<file path="config.mk">
export PLATFORM = sky130hd
export DESIGN_NAME = windowed_register_decoder_flat
export DESIGN_NICKNAME = d
export VERILOG_FILES = /design/src/rtl/windowed_register_decoder_if.sv /design/src/rtl/windowed_register_decoder.sv /design/src/flat_wrapper.sv
export SDC_FILE = /design/constraint.sdc
export NUM_CORES = 1
export LEC_CHECK = 0
export ABC_AREA = 1
export CAP_MARGIN = 20
export CELL_PAD_IN_SITES_DETAIL_PLACEMENT = 2
export CELL_PAD_IN_SITES_GLOBAL_PLACEMENT = 2
export CORE_ASPECT_RATIO = 2
export CORE_UTILIZATION = 28
export CTS_BUF_LIST = sky130_fd_sc_hd__clkbuf_4 sky130_fd_sc_hd__clkbuf_8
export DETAILED_ROUTE_END_ITERATION = 8
export PLACE_DENSITY_LB_ADDON = 0.1
export SLEW_MARGIN = 20
export SYNTH_ARGS = -nofsm -noshare
export SYNTH_HDL_FRONTEND = slang
export SYNTH_SLANG_ARGS = --single-unit
</file>
<file path="constraint.sdc">
create_clock -name Clk -period 3.5 [get_ports Clk]
set_input_delay 0.525 -clock Clk [delete_from_list [all_inputs] [get_ports Clk]]
set_output_delay 0.525 -clock Clk [all_outputs]
set_load 0.01 [all_outputs]
</file>
<file path="src/rtl/windowed_register_decoder_if.sv">
// Bus between the control unit (master) and the windowed write-enable decoder (slave).
// Carries the write request, the window-pointer controls and the decoded results.
interface windowed_register_decoder_if #(
    parameter int NWINDOWS = 4,
    parameter int CWP_W    = (NWINDOWS > 1) ? $clog2(NWINDOWS) : 1,
    parameter int PHYS     = 8 + 16 * NWINDOWS
);
    logic                RF_Ld;
    logic [4:0]          Register_Select;
    logic                Save;
    logic                Restore;
    logic                CWP_Ld;
    logic [CWP_W-1:0]    CWP_In;
    logic [NWINDOWS-1:0] WIM;
    logic [PHYS-1:0]     Register_Enable;
    logic [CWP_W-1:0]    CWP_Out;
    logic                Window_Overflow;
    logic                Window_Underflow;
    logic                CWP_Error;

    modport master (
        output RF_Ld, Register_Select, Save, Restore, CWP_Ld, CWP_In, WIM,
        input  Register_Enable, CWP_Out, Window_Overflow, Window_Underflow, CWP_Error
    );

    modport slave (
        input  RF_Ld, Register_Select, Save, Restore, CWP_Ld, CWP_In, WIM,
        output Register_Enable, CWP_Out, Window_Overflow, Window_Underflow, CWP_Error
    );
endinterface

</file>
<file path="src/rtl/windowed_register_decoder.sv">
// Registered one-hot write-enable decoder for a SPARC windowed register file.
// Owns the current window pointer and handles SAVE/RESTORE with WIM trap detection.
module windowed_register_decoder #(
    parameter int NWINDOWS = 4,
    parameter int CWP_W    = (NWINDOWS > 1) ? $clog2(NWINDOWS) : 1,
    parameter int PHYS     = 8 + 16 * NWINDOWS,
    parameter bit ZERO_R0  = 1'b1
) (
    input  logic                          Clk,
    input  logic                          Reset,
    windowed_register_decoder_if.slave    bus
);

    logic [CWP_W-1:0] cwp_reg, cwp_next;
    logic [CWP_W-1:0] cwp_inc, cwp_dec;
    logic [PHYS-1:0]  enable_reg, enable_next;
    logic             overflow_reg, overflow_next;
    logic             underflow_reg, underflow_next;
    logic             error_reg, error_next;
    logic [31:0]      sel_idx;
    logic [31:0]      reg_num;
    logic             sel_hit;

    // Neighbouring windows with explicit wrap, so non-power-of-two counts work too.
    always_comb begin
        cwp_inc = (cwp_reg == CWP_W'(NWINDOWS - 1)) ? '0 : cwp_reg + CWP_W'(1);
        cwp_dec = (cwp_reg == '0) ? CWP_W'(NWINDOWS - 1) : cwp_reg - CWP_W'(1);
    end

    // Physical index always uses the pre-update window pointer.
    always_comb begin
        reg_num = 32'(bus.Register_Select);
        sel_idx = '0;
        case (bus.Register_Select[4:3])
            2'd0: sel_idx = reg_num;
            2'd1: sel_idx = 32'd8  + 32'd16 * 32'(cwp_reg) + (reg_num - 32'd8);
            2'd2: sel_idx = 32'd16 + 32'd16 * 32'(cwp_reg) + (reg_num - 32'd16);
            default: sel_idx = 32'd8 + 32'd16 * 32'(cwp_inc) + (reg_num - 32'd24);
        endcase
        sel_hit = bus.RF_Ld && !(ZERO_R0 && (reg_num == 32'd0));
    end

    for (genvar gi = 0; gi < PHYS; gi++) begin : g_enable
        assign enable_next[gi] = sel_hit && (sel_idx == 32'(gi));
    end

    // Direct load wins; Save and Restore together cancel each other.
    always_comb begin
        cwp_next       = cwp_reg;
        overflow_next  = 1'b0;
        underflow_next = 1'b0;
        error_next     = 1'b0;
        if (bus.CWP_Ld) begin
            if (32'(bus.CWP_In) < 32'(NWINDOWS)) begin
                cwp_next = bus.CWP_In;
            end else begin
                error_next = 1'b1;
            end
        end else if (bus.Save && !bus.Restore) begin
            if (bus.WIM[cwp_dec]) begin
                overflow_next = 1'b1;
            end else begin
                cwp_next = cwp_dec;
            end
        end else if (bus.Restore && !bus.Save) begin
            if (bus.WIM[cwp_inc]) begin
                underflow_next = 1'b1;
            end else begin
                cwp_next = cwp_inc;
            end
        end
    end

    always_ff @(posedge Clk) begin
        if (Reset) begin
            cwp_reg       <= '0;
            enable_reg    <= '0;
            overflow_reg  <= 1'b0;
            underflow_reg <= 1'b0;
            error_reg     <= 1'b0;
        end else begin
            cwp_reg       <= cwp_next;
            enable_reg    <= enable_next;
            overflow_reg  <= overflow_next;
            underflow_reg <= underflow_next;
            error_reg     <= error_next;
        end
    end

    assign bus.Register_Enable  = enable_reg;
    assign bus.CWP_Out          = cwp_reg;
    assign bus.Window_Overflow  = overflow_reg;
    assign bus.Window_Underflow = underflow_reg;
    assign bus.CWP_Error        = error_reg;

endmodule

</file>
<file path="src/flat_wrapper.sv">
// flat-port wrapper written by rule: the top's interface ports become plain ports
module windowed_register_decoder_flat 
#(
    parameter int NWINDOWS = 4,
    parameter int CWP_W    = (NWINDOWS > 1) ? $clog2(NWINDOWS) : 1,
    parameter int PHYS     = 8 + 16 * NWINDOWS,
    parameter bit ZERO_R0  = 1'b1
)
  (Clk, Reset, bus_RF_Ld, bus_Register_Select, bus_Save, bus_Restore, bus_CWP_Ld, bus_CWP_In, bus_WIM, bus_Register_Enable, bus_CWP_Out, bus_Window_Overflow, bus_Window_Underflow, bus_CWP_Error);
  windowed_register_decoder_if #(.NWINDOWS(NWINDOWS), .CWP_W(CWP_W), .PHYS(PHYS)) bus_i ();
  input  logic Clk;
  input  logic Reset;
  input wire logic [$bits(bus_i.RF_Ld)-1:0] bus_RF_Ld;
  input wire logic [$bits(bus_i.Register_Select)-1:0] bus_Register_Select;
  input wire logic [$bits(bus_i.Save)-1:0] bus_Save;
  input wire logic [$bits(bus_i.Restore)-1:0] bus_Restore;
  input wire logic [$bits(bus_i.CWP_Ld)-1:0] bus_CWP_Ld;
  input wire logic [$bits(bus_i.CWP_In)-1:0] bus_CWP_In;
  input wire logic [$bits(bus_i.WIM)-1:0] bus_WIM;
  output wire logic [$bits(bus_i.Register_Enable)-1:0] bus_Register_Enable;
  output wire logic [$bits(bus_i.CWP_Out)-1:0] bus_CWP_Out;
  output wire logic [$bits(bus_i.Window_Overflow)-1:0] bus_Window_Overflow;
  output wire logic [$bits(bus_i.Window_Underflow)-1:0] bus_Window_Underflow;
  output wire logic [$bits(bus_i.CWP_Error)-1:0] bus_CWP_Error;
  assign bus_i.RF_Ld = bus_RF_Ld;
  assign bus_i.Register_Select = bus_Register_Select;
  assign bus_i.Save = bus_Save;
  assign bus_i.Restore = bus_Restore;
  assign bus_i.CWP_Ld = bus_CWP_Ld;
  assign bus_i.CWP_In = bus_CWP_In;
  assign bus_i.WIM = bus_WIM;
  assign bus_Register_Enable = bus_i.Register_Enable;
  assign bus_CWP_Out = bus_i.CWP_Out;
  assign bus_Window_Overflow = bus_i.Window_Overflow;
  assign bus_Window_Underflow = bus_i.Window_Underflow;
  assign bus_CWP_Error = bus_i.CWP_Error;
  windowed_register_decoder #(.NWINDOWS(NWINDOWS), .CWP_W(CWP_W), .PHYS(PHYS), .ZERO_R0(ZERO_R0)) u_core (.Clk(Clk), .Reset(Reset), .bus(bus_i));
endmodule
</file>
==> flow_metrics.tcl <==
# flow metrics
set metrics [dict create \
    status "complete, no violations" \
    max_stage_delay_ps 570 \
    comb_cells 298 \
    dpl-instance-area_mm2 0.004538 \
    wire_per_inst_um 15.98 \
    r2r_cells 16 \
    critical_path.cell_chain "clkdlybuf4s50_1 > inv_4 > ha_1 > inv_1 > ha_1 > nand2_1 > nand2_1 > nand2_1 > nand2_1 > nand2_1 > ha_1 > nand2_1 > nand2_1 > nand3_1 > nand2_1 > nand3b_1 > nor2_1 > nand2_4 > nor2_1" \
    clock_buffer_count 9 \
    vias 3108 \
    worstHoldPathType "reg2reg" \
    setup_slack_ps 241.1 \
    ys_seq_share_pct 44.90 \
    cts_tree "yes" \
    postSynthAreaPerCell_um2 7.898 \
    tap-cell-count 145 \
    fin_tns_setup_ps 0 \
    ys_sh_mux_pct 0 \
    r2r-start "u_core.bus.CWP_Out[0]" \
    combGateArea_mm2 0.001598 \
    ioPinCount 94 \
    crit_top_cell "nand2_1" \
    buf_share_pct 22.35 \
    worstHoldStart "u_core.bus.CWP_Out[0]" \
    irDropWorstVdd_mv 0.2753 \
    cts_resized 0 \
    drv_cap 0 \
    top_power_group "sequential cells" \
    yosys-top-cells-count "nor2_1, dfxtp_1, nand2_1, inv_1" \
    warning_count 34 \
    ys_warn_count 0 \
    postCtsSetupBuffers 0 \
    dp_hpwl_mm 9.362 \
    m1WireLength_mm 3.510 \
    area_delta_synth_final_pct 40.10 \
    p_sw_mw 0.6464 \
    grt_pass1_vias 3470 \
    post-synth-top-count-cell "nor2_1" \
    top_area_cell "dfxtp_1" \
    power.share.sequential_pct 43.1 \
    synth_cells 429 \
    grt_antenna_before_repair 0 \
    crit_required_ps 3800 \
    dr.pass1.iters 3 \
    route.detailed.drc 0 \
    arrival_ps 3560 \
    final_max_slew_viol_count 0 \
    rsz0062_at_grt "no" \
    nFillCells 1402 \
    comb-power_mw 0.459 \
    cts_sinks 76 \
    seq_cells 76 \
    period_needed_ps 3259 \
    hold_buffers 0 \
    fp_nets 475 \
    pwr-share-comb_pct 22.7 \
    netlist_area_mm2 0.003388 \
    clock_path_buffers 2 \
    finalPower_mw 2.018 \
    die_x_um 79.79 \
    path_clk_slew_ps 90 \
    wl_mm 11.01 \
    grt_max_degree 17 \
    drtAntennaViolNets 0 \
    startpoint_type "primary input" \
    top_layer_used "met4" \
]
worst max path at each step:
stage | from | to | slack, ps | depth (start not counted)
2_1_floorplan | u_core.bus.CWP_Out[0] | u_core.bus.Register_Enable[69] | 760 | 17
3_3_place_gp | bus_Register_Select[3] | u_core.bus.Register_Enable[17] | -50 | 19
3_5_place_dp | bus_Register_Select[3] | u_core.bus.Register_Enable[2] | -200 | 19
4_1_cts | bus_Register_Select[3] | u_core.bus.Register_Enable[2] | 180 | 19
5_1_grt | bus_Register_Select[3] | u_core.bus.Register_Enable[53] | 40 | 19
6_report | bus_Register_Select[3] | u_core.bus.Register_Enable[33] | 240 | 19
critical path, delay by kind of cell:
kind                     cells  cell delay [ps]
AND/OR/NAND/NOR             13             1490
adder cells (fa/ha/maj)      3              870
buffers and inverters        3              660
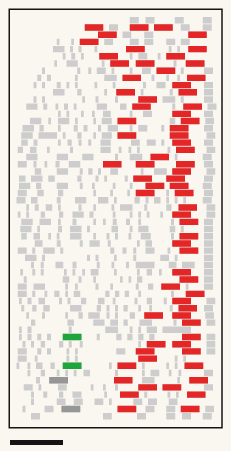
**Above:** sequential cells grouped by signal name.
The bar under the picture is 20 µm long.
Green shows u_core.bus.CWP_Out, flops 2. Red shows u_core.bus.Register_Enable, flops 72.
Another 2 sequential cells are not colored.
Sequential Area: 0.001521 mm²
flop share of the area: 32.05%
sequential power: 0.870 mW

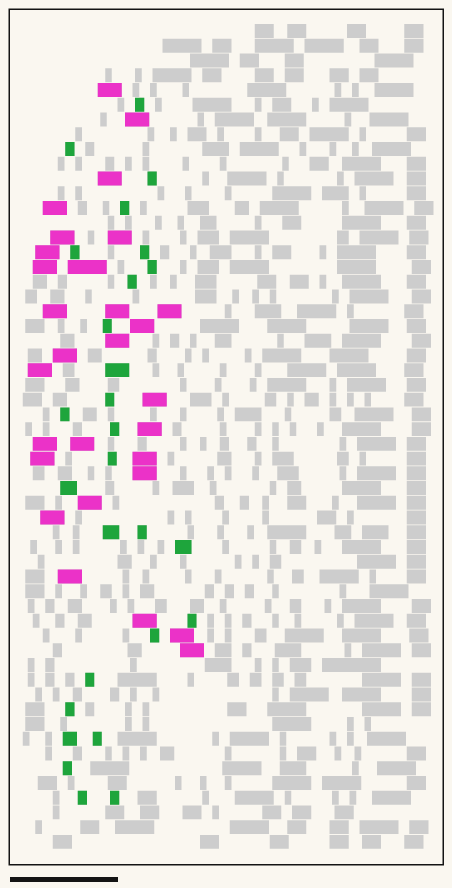
**Above:** gate-type map.
The bar under the picture is 20 µm long.
Magenta shows fa/ha/maj cells, cells 29. Green shows aoi and oai cells, cells 27.
Commonest Layout Cell: nor2_1
fraction of area in multi-input gates: 33.66%
Post-Layout Cell Count: 689

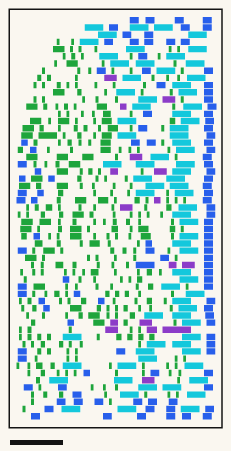
**Above:** cells colored by class.
The bar under the picture is 20 µm long.
Blue shows remaining buffers and delay cells, cells 109, share of their area 23%. Green shows combinational and other logic, cells 343, share of their area 39%. Cyan shows sequential cells, cells 76, share of their area 33%. Purple shows clock drivers and dummy loads, cells 16, share of their area 4.5%.

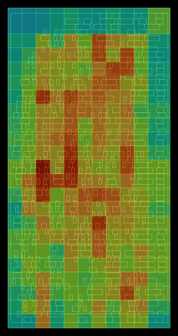
**Above:** congestion heat map.
GRT Total Usage: 19.29%
grt met3 use: 2.305%
GR Layer Usage met1: 16.07%

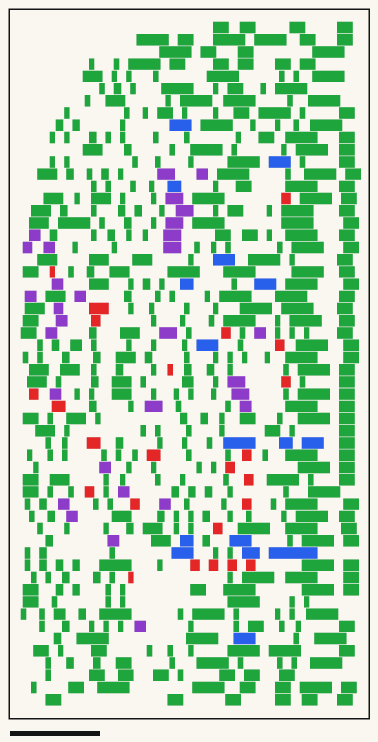
**Above:** drive-strength map.
The bar under the picture is 20 µm long.
Blue shows _6 and larger, cells 16. Green shows _0 and _1 cells, cells 474. Red shows _2 cells, cells 24. Purple shows _3 and _4 cells, cells 30.

No activity file was given, so power comes from the tool's default toggle rates.
